Fig. 1: run 1, the metal 1 layer
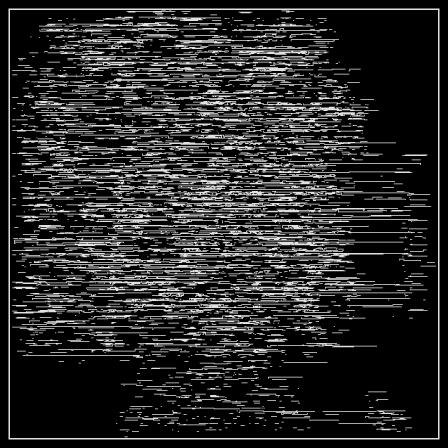
Fig. 2: run 1, M2 wires
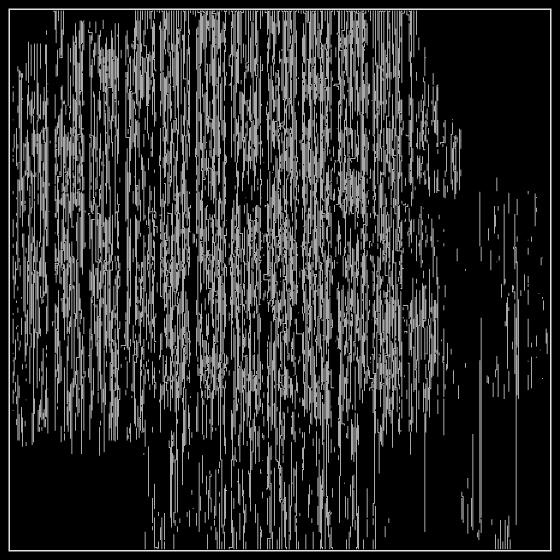
Fig. 3: run 1, M3 wires
Bar = 50 um. Cells faint in the background.
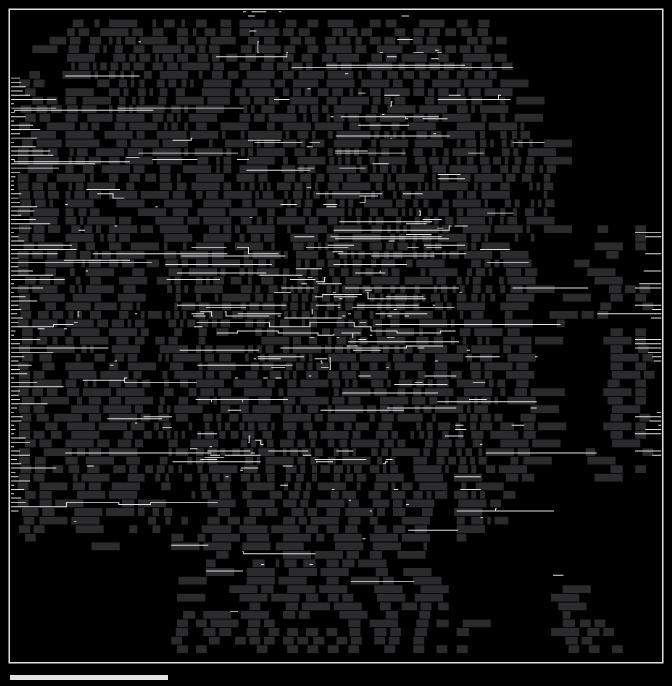
==> config.mk <==
export PLATFORM = sky130hd
export DESIGN_NAME = api_extension_mux_flat
export DESIGN_NICKNAME = d
export VERILOG_FILES = /design/src/rtl/api_ext_pkg.sv /design/src/rtl/api_extension_mux_if.sv /design/src/rtl/api_ext_decoder.sv /design/src/rtl/api_extension_mux.sv /design/src/flat_wrapper.sv
export SDC_FILE = /design/constraint.sdc
export NUM_CORES = 1
export LEC_CHECK = 0
export CELL_PAD_IN_SITES_DETAIL_PLACEMENT = 1
export CELL_PAD_IN_SITES_GLOBAL_PLACEMENT = 1
export CORE_MARGIN = 2
export CORE_UTILIZATION = 37
export CTS_CLUSTER_DIAMETER = 40
export DETAILED_ROUTE_END_ITERATION = 12
export PLACE_DENSITY = 0.88
export SLEW_MARGIN = 5
export SYNTH_ARGS = -nofsm -noshare
export SYNTH_HDL_FRONTEND = slang
export SYNTH_SLANG_ARGS = --single-unit
export TNS_END_PERCENT = 10
==> constraint.sdc <==
create_clock -name clk -period 2.82 [get_ports clk]
set_input_delay 0.564 -clock clk [delete_from_list [all_inputs] [get_ports clk]]
set_output_delay 0.564 -clock clk [all_outputs]
set_load 0.05 [all_outputs]
==> PnR_summary.wiki <==
== Metrics ==
{| class="wikitable"
! Metric !! Value
|-
| Outcome || finished, final reports clean
|-
| Met1 Routed Length || 22000 um
|-
| CTS tree || yes
|-
| CTS clk-pin slew, worst paths || 0.05 ns
|-
| Number of clock buffers in the layout || 65
|-
| Power Combinational || 7.95 mW
|-
| Die ar. || 42800 sq um
|-
| Detailed-route DRC error count || 0
|-
| Distinct cell type count after synthesis || 67
|-
| Power per unit of standard cell area || 978 nW/um^2
|-
| Final Slew Violations || 0
|-
| Total placed instance area || 19000 sq um
|-
| Leftover overflow at the end of global routing || 0
|-
| Effective utilization at floorplan || 37.4%
|-
| Number of cell instances after yosys synthesis || 1360
|-
| Critical setup path kind || register to register
|-
| Register fraction of the total cell area || 34.0%
|-
| Worst VDD drop || 0.704 mV
|-
| Hold-critical path depth || 2
|-
| Cell types with the largest area share after synthesis || dfrtp_1 (46%), mux2_2 (12%), mux4_2 (4.7%)
|-
| Highest metal layer used by the detailed router || met4
|-
| Insertion delay to the later sink of the worst-skew pair || 0.58 ns
|-
| Worst Setup Slack, final || 0.0676 ns
|-
| Fillers || 4349
|-
| Proportion of power drawn by the clock network || 30.0%
|-
| Synthesized netlist cell count || 1360
|-
| Biggest consumer || combinational cells
|-
| Hold WC Path Type || register to register
|-
| Number of global-route vias before repair || 14300
|-
| Worst Setup End Kind || register
|-
| CP cell instances || inv_2 -> ha_4 -> o21ai_4 -> buf_6 -> mux2i_2 -> nand3_1 -> or4_4 -> and3_1 -> a221o_1 -> a211o_1
|-
| Slowest stage cell on the critical path || or4_4
|-
| Crit path buffers/inverters || 2
|-
| Crit path launch type || register
|-
| Net switching power || 8.29 mW
|-
| Minimum clock period after layout || 2.75 ns
|-
| Number of warning messages in the logs || 32
|-
| Flop-to-flop setup slack || 0.07 ns
|-
| Cell family with most CP delay || simple AND/OR/NAND/NOR gates
|-
| Logic depth of the worst register-to-register path || 10
|-
| Seq. pwr || 6.29 mW
|-
| Final clock skew || 0.0220 ns
|-
| Number of storage elements in the synthesis netlist || 282
|-
| WP data required || 3.28 ns
|-
| Final weighted congestion of routability-driven global placement || 0.904
|-
| Proportion of synthesized chip area in sequential cells || 46.3%
|-
| Slew @ Worst Pin || 0.849 ns
|-
| First-pass detailed-route iteration total || 5
|-
| Number of buffers added by the clock tree synthesis step || 51
|-
| Routed via count divided by cell count || 5.78
|-
| Cell with the most instances after synthesis || dfrtp_1
|-
| Top area contributor share || 46.2%
|-
| Antenna diode count || 0
|-
| Clock network power consumption || 6.10 mW
|-
| IO Count || 298
|-
| Post-Syn Area || 15200 sq um
|-
| Number of nets in the final layout || 1924
|-
| Number of DRC violations after detailed-routing iteration 0 || 989
|-
| Area of all sequential standard cells || 7060 sq um
|-
| Portion of total power attributed to sequential cells || 30.9%
|-
| Routed len/inst || 25.4 um
|-
| Worst slack on hold paths || 0.483 ns
|-
| Proportion of synthesized flip-flops having asynchronous set or reset || 100%
|-
| Leading cell category by total area || combinational gates
|-
| Most common library cells after synthesis || dfrtp_1 (281), mux2_2 (160), nor2_1 (89)
|-
| CTS hold repair buffers || 1
|-
| Number of combinational gates with multiple inputs || 918
|-
| Fraction of standard cell area in multi-input logic || 35.8%
|-
| Hold Violations, Final || 0
|-
| Die height || 207 um
|-
| Fraction of the core area covered by cells at the end of the flow || 51.0%
|-
| Relative slew slack || 43.3%
|-
| Final instance area || 20800 sq um
|-
| Antenna violations before repair || 0
|-
| Fraction of final layout cells sized beyond drive strength 1 || 23.5%
|-
| Met2 wire length || 29200 um
|-
| Ratio of final minimum period to clock period || 97.6%
|-
| Area of the multi-input gates || 7440 sq um
|-
| Sequential cell count || 282
|-
| Data arrival time of the critical path || 3.22 ns
|-
| Post-cts sizing count || 6
|-
| Most frequent cells in the layout || clkdlybuf4s50_1 (295), dfrtp_1 (279), mux2_2 (159)
|-
| Dpl cells || 2159
|-
| Combined global-route utilization of all metal layers || 26.7%
|-
| Core Region || 40700 sq um
|-
| Flip-flops with a built-in enable || 0
|-
| Synthesized area per cell || 11.2 sq um
|-
| Root buffer cell || clkbuf_16
|-
| Relative area of non-clock buffer cells in the final design || 18.2%
|-
| Layout-stage area growth over the synthesis result || 36.4%
|-
| Number of non-filler instances in the completed layout || 2254
|-
| Crit. path cell count || 10
|-
| Core Rows || 74
|-
| Net Count, Synth || 1601
|-
| Sw Ratio || 40.7%
|-
| Max cap viols || 0
|-
| Clock network contribution to total cell area || 8.16%
|-
| Met3 WL post-DR || 3480 um
|-
| Worst path max stage delay || 0.52 ns
|-
| Number of tap instances || 532
|-
| Post-CTS setup buffers || 2
|-
| Maximum number of pins on one net before global-route repair || 73
|-
| Port-buffer cells || 297
|-
| Global-route wire length before repair || 86700 um
|-
| Clock tree sinks || 282
|}
## Picture notes: Fig. 1
share of all routed wire: 38%
longest straight run: 56.6 um
main direction: horizontal
wire length on this layer: 22.0 mm
final WL: 57200 um
vias post-DR: 13000
grt met1 use: 32.3%

## Picture notes: Fig. 2
share of all routed wire: 51%
main direction: vertical
nets with wire on the layer: 1818
wire length on this layer: 29.2 mm
longest straight run: 76.5 um
met2 capacity usage during global routing: 46.5%

## Picture notes: Fig. 3
longest straight run: 69.9 um
nets with wire on the layer: 280
wire length on this layer: 3480 um
share of all routed wire: 6.1%
main direction: horizontal
grt met3 use: 5.12%

[run 1: kinds of logic (layout without fill, tap and decap cells)]
| family | Yosys count | after routing | share of synthesized area [%] |
|---|---|---|---|
| flops | 282 | 282 | 46.3 |
| fa+ha+maj | 41 | 41 | 3.42 |
| simple gates | 322 | 322 | 10.6 |
| xor+xnor | 47 | 47 | 2.70 |
| buf+inv | 160 | 522 | 5.46 |
| mux | 218 | 218 | 18.3 |
| compound gates | 290 | 290 | 13.2 |
[run 1: metrics by stage]
stage | TNS, ns | total power, mW
final | 0 | 20.3
after global routing | -0.0852 | 21.1
after CTS | -0.0714 | 20.4
after detailed placement | -0.181 | 14.1
after global placement | -0.00336 | 13.7
after floorplan | 0 | 11.1
Power and IR drop assume default switching activity.
